Cell outlines without signal wires:
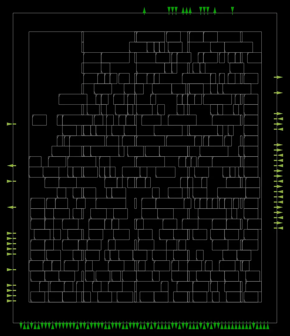
Ports around the boundary:
Drawn at 6 px/um. Pins as bars across the die edge, other pins in grey.
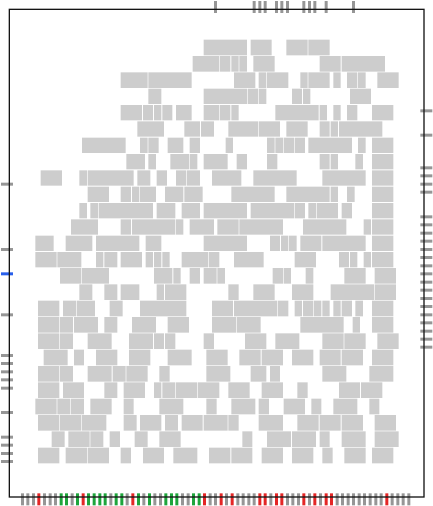
Wiring by layer:
Drawn at 6 px/um. Two of the layers only.
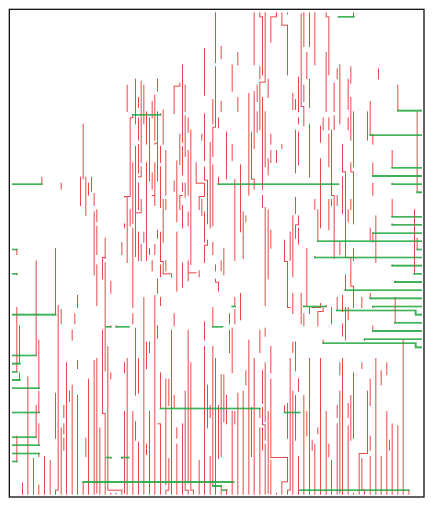
### config.mk
export PLATFORM = sky130hd
export DESIGN_NAME = mem_port_arbiter
export DESIGN_NICKNAME = d
export VERILOG_FILES = /design/src/rtl/mem_port_arbiter.sv
export SDC_FILE = /design/constraint.sdc
export NUM_CORES = 1
export LEC_CHECK = 0
export ABC_CLOCK_PERIOD_IN_PS = 2180
export CAP_MARGIN = 10
export CORE_ASPECT_RATIO = 1.2
export CORE_MARGIN = 4
export CORE_UTILIZATION = 32
export DETAILED_ROUTE_END_ITERATION = 8
export GPL_TIMING_DRIVEN = 0
export PLACE_DENSITY_LB_ADDON = 0.25
export SLEW_MARGIN = 30
export SYNTH_ARGS = -nofsm -noshare
export SYNTH_HDL_FRONTEND = slang
export SYNTH_SLANG_ARGS = --single-unit
export TNS_END_PERCENT = 30
### constraint.sdc
create_clock -name clk -period 2.18 [get_ports clk]
set_input_delay 0.654 -clock clk [delete_from_list [all_inputs] [get_ports clk]]
set_output_delay 0.654 -clock clk [all_outputs]
set_load 0.02 [all_outputs]
### src/rtl/mem_port_arbiter.sv
`default_nettype none
// ============================================================================
// Module   : mem_port_arbiter
// Purpose  : Round-robin arbiter sharing one single-port memory between a
//            read-only fetch requester (0) and a read/write data requester (1).
//            Each granted transaction holds the memory port for LAT cycles,
//            then pulses the owner's ack for one cycle with the read data.
// Ports    : clk, reset          - clock, synchronous active-high reset
//            req0/addr0           - fetch-side request and address
//            req1/addr1/we1/wdata1- data-side request, address, write, data
//            ack0/ack1            - one-cycle completion pulses
//            rdata                - read data, valid while an ack is high
//            sel                  - shared-port mux select (owner)
//            mem_en/mem_we/mem_addr/mem_wdata/mem_rdata - memory port
//            busy                 - high whenever a transaction is in flight
// Revision : 1.0 - initial release
// ============================================================================
module mem_port_arbiter #(
  parameter int DATA_W = 16,
  parameter int ADDR_W = 15,
  parameter int LAT    = 1
) (
  input  logic              clk,
  input  logic              reset,
  input  logic              req0,
  input  logic [ADDR_W-1:0] addr0,
  input  logic              req1,
  input  logic [ADDR_W-1:0] addr1,
  input  logic              we1,
  input  logic [DATA_W-1:0] wdata1,
  output logic              ack0,
  output logic              ack1,
  output logic [DATA_W-1:0] rdata,
  output logic              sel,
  output logic              mem_en,
  output logic              mem_we,
  output logic [ADDR_W-1:0] mem_addr,
  output logic [DATA_W-1:0] mem_wdata,
  input  logic [DATA_W-1:0] mem_rdata,
  output logic              busy
);

  localparam logic [3:0] CNT_LOAD = 4'(LAT - 1);

  typedef enum logic [1:0] {
    IDLE = 2'd0,
    BUSY = 2'd1,
    ACK  = 2'd2
  } state_t;

  state_t     state;
  state_t     state_next;
  logic [3:0] cnt;
  logic       last_grant;
  logic       we_hold;
  logic       winner;

  // State register
  always_ff @(posedge clk) begin
    if (reset) begin
      state <= IDLE;
    end else begin
      state <= state_next;
    end
  end

  // Next-state and output decode
  always_comb begin
    state_next = state;
    ack0       = 1'b0;
    ack1       = 1'b0;
    mem_en     = 1'b0;
    mem_we     = 1'b0;
    busy       = 1'b0;
    // Under contention the requester that did not win last time goes next;
    // otherwise the lone requester wins (req1 alone -> 1, req0 alone -> 0).
    winner     = (req0 && req1) ? ~last_grant : req1;
    case (state)
      IDLE: begin
        if (req0 || req1) begin
          state_next = BUSY;
        end
      end
      BUSY: begin
        busy   = 1'b1;
        mem_en = 1'b1;
        mem_we = sel && we_hold;
        if (cnt == 4'd0) begin
          state_next = ACK;
        end
      end
      ACK: begin
        busy       = 1'b1;
        ack0       = ~sel;
        ack1       = sel;
        state_next = IDLE;
      end
      default: begin
        state_next = IDLE;
      end
    endcase
  end

  // Requesters hold address/data stable until ack, so the port can be a
  // plain mux on the registered owner. Requester 0 never writes.
  assign mem_addr  = sel ? addr1 : addr0;
  assign mem_wdata = sel ? wdata1 : '0;

  // Grant bookkeeping, access counter and read-data capture
  always_ff @(posedge clk) begin
    if (reset) begin
      sel        <= 1'b0;
      last_grant <= 1'b1;
      cnt        <= 4'd0;
      rdata      <= '0;
      we_hold    <= 1'b0;
    end else begin
      case (state)
        IDLE: begin
          if (req0 || req1) begin
            sel        <= winner;
            last_grant <= winner;
            cnt        <= CNT_LOAD;
            we_hold    <= winner && we1;
          end
        end
        BUSY: begin
          if (cnt == 4'd0) begin
            rdata <= mem_rdata;
          end else begin
            cnt <= cnt - 4'd1;
          end
        end
        default: begin
        end
      endcase
    end
  end

endmodule
`default_nettype wire

==> GITHUB_STEP_SUMMARY <==
### Metrics collected by this job

| Metric | Value |
|---|---|
| Count of clock buffers in the final design | `4` |
| Sequential portion of the cell area | `18.8%` |
| Top cells by area in the synthesized netlist | `dfxtp_1, mux2_2, nand2_1` |
| Number of instances in the synthesized netlist | `173` |
| CTS tree | `built` |
| Post-synthesis cell type with the largest instance count | `nand2_1` |
| Post-route worst hold slack | `456 ps` |
| OpenROAD warnings | `32` |
| Crit-path slowest cell | `clkdlybuf4s50_1` |
| Layout buffering overhead excluding clock cells | `44.2%` |
| Critical Path, Cell by Cell | `clkdlybuf4s50_1 -> and2_1 -> clkdlybuf4s15_1` |
| Total CTS buffers | `3` |
| Max cap viols | `0` |
| Run status | `completed` |
| Cell Type Count | `36` |
| I/O pins | `120` |
| Source of the critical timing path | `wdata1[8]` |
| Worst hold path startpoint | `rdata[2]$_SDFFE_PP0P_` |
| Number of signal-net inverters in the final layout | `5` |
| Most common cell after layout, fill and taps aside | `clkdlybuf4s50_1` |
| Total wire length | `5150 um` |
| Most frequently used flop master after synthesis | `dfxtp_1` |
| Yosys warnings | `0` |
| Initial antenna violation count | `0` |
| Worst Skew | `2.33 ps` |
| End of the worst register-to-register path | `cnt[1]$_SDFFE_PP0P_` |
| Largest fanout on the critical path | `1` |
| Final weighted congestion of routability-driven global placement | `0.847` |
| Count of buffers not belonging to the clock network in the layout | `131` |
| Biggest area consumer among cell classes | `non-clock buffers` |
| Register bit count reported by yosys | `25` |
| Switching power of the nets | `519 uW` |
| Leakage power figure | `1.07 nW` |
| Final sequential cell count | `25` |
| Source of the worst register-to-register timing path | `state[0]$_SDFFE_PP0P_` |
| Clock network share of area | `1.69%` |
| Yosys-reported design area after synthesis | `0.00142 mm2` |
| Placed cells | `348` |
| Proportion of power drawn by flip-flops and latches | `35.9%` |
| Worst Setup Path Type | `in -> out` |
| Overall die width | `68.9 um` |
| Count of hold-fix buffers inserted at cts | `0` |
| Final hold violation count | `0` |
| Num tapcells | `56` |
| Max-slew headroom | `70.3%` |
| Post-detailed-route via-to-cell ratio | `4.68` |
| Category of the worst setup path capture point | `output port` |
| Most instantiated logic cells after routing | `clkdlybuf4s50_1, nand2_1, dfxtp_1, a21oi_1, buf_2` |
| Nets | `369` |
| Post-layout worst setup margin | `6.62 ps` |
| Root cell of the clock tree | `clkbuf_8` |
| MI comb area | `853 um2` |
| Minimum clock period after layout | `2170 ps` |
| Number of DRC markers in iteration 0 | `82` |
| Nets in the synthesized netlist | `246` |
| Power per Cell Area | `561 mW/mm2` |
| Total gr overflow | `0` |
| Synthesized area | `0.00142 mm2` |
| Clock tree buffer depth | `2` |
| Largest net degree at the start of global routing | `14` |
| Layout cells sized above 1 | `20.3%` |
| Logic pwr share | `46.2%` |
| TritonRoute pass-1 iters | `4` |
| Proportion of synthesized chip area in sequential cells | `35.2%` |
| Post-synth tally of flip-flops with integrated enable | `0` |
| Internal | `979 uW` |
| Maximum frequency from static timing analysis | `0.460 GHz` |
| Gr usage total | `18.8%` |
| Top cell type by total area after synthesis | `dfxtp_1` |
| Antenna Nets Post-Route | `0` |
| # H-tree levels | `1` |
| FF/Latch Area | `503 um2` |
| Top cells by instance count after synthesis | `nand2_1, dfxtp_1, a21oi_1` |
| Final Max Tran Viols | `0` |
| Vertical die dimension | `81.0 um` |
| N_diodes | `0` |
| Chip area | `0.00558 mm2` |
| Switching fraction of total power | `34.6%` |
| Worst Hold End | `rdata[2]$_SDFFE_PP0P_` |
| Number of clock sinks | `25` |
| Synth-to-layout area growth | `87.6%` |
| Register-to-register setup slack | `370 ps` |
| Effective utilization at floorplan | `33.1%` |
| Vias | `1643` |
| Number of cell instances after yosys synthesis | `173` |
| Number of cell instances on the worst register-to-register path | `6` |
## Picture notes: 'cell outlines without signal wires'
floorplan row count: 26
Final Util: 62.2%
core region area: 0.00429 mm2
Filler cells: 417
number of standard cells in the final layout excluding fillers: 351

## Picture notes: 'ports around the boundary'
colour	port	pins	direction	edge
red	`mem_addr`	15	output	south
green	`mem_wdata`	16	output	south
blue	`req1`	1	input	west

## Picture notes: 'wiring by layer'
colour	layer	wire length
red	M2	2690 um
green	M3	321 um

flip-flops by register name, indices dropped and copies added, names as in the netlist:
signal,flops
cnt,4
last_grant,1
rdata,16
sel,1
state,2
we_hold,1
per-stage QoR:
| step | utilization (%) | power, mW | TNS (ps) | area (um2) |
|---|---|---|---|---|
| detailed placement | 62.5 | 1.28 | -10560 | 2680 |
| global placement | 62.5 | 1.27 | -10300 | 2680 |
| CTS | 62.7 | 1.52 | -146 | 2690 |
| floorplan | - | 0.907 | 0 | 1420 |
| global route | 62.2 | 1.59 | -121 | 2670 |
| finish | 62.2 | 1.50 | 0 | 2670 |
power by group through the flow:
stage | combinational, mW | sequential [mW] | clock, mW
after global placement | 0.733 | 0.537 | 0
after global routing | 0.753 | 0.543 | 0.297
after CTS | 0.705 | 0.537 | 0.281
after detailed placement | 0.739 | 0.539 | 0
after floorplan | 0.326 | 0.581 | 0
final | 0.692 | 0.537 | 0.269
routing by layer:
metal	up-vias	share of wire [%]	global-route usage [%]
met5	-	0	0
met4	0	2.7	7.80
met3	12	6.2	3.87
met2	57	52	33.9
met1	738	39	20.8
li1	836	-	-
critical path: cells and delay by family:
kind / cells / cell delay, ps
buffers and inverters: 2 / 750
AND/OR/NAND/NOR: 1 / 110
timing repair:
action,in CTS,in global routing
cloned,0,0
buffers inserted,0,0
gates resized,113,8
endpoints found under the setup margin,36,13
kinds of logic (layout without fill, tap and decap cells):
family / Yosys count / in the layout / share of synthesized area [%]
multiplexers: 16 / 16 / 12.6
AND-OR/OR-AND: 32 / 32 / 13.1
adder cells (fa/ha/maj): 6 / 6 / 5.28
flip-flops: 25 / 25 / 35.2
AND/OR/NAND/NOR: 76 / 76 / 28.1
buffers and inverters: 18 / 140 / 5.72
No activity file was given, so power comes from the tool's default toggle rates.
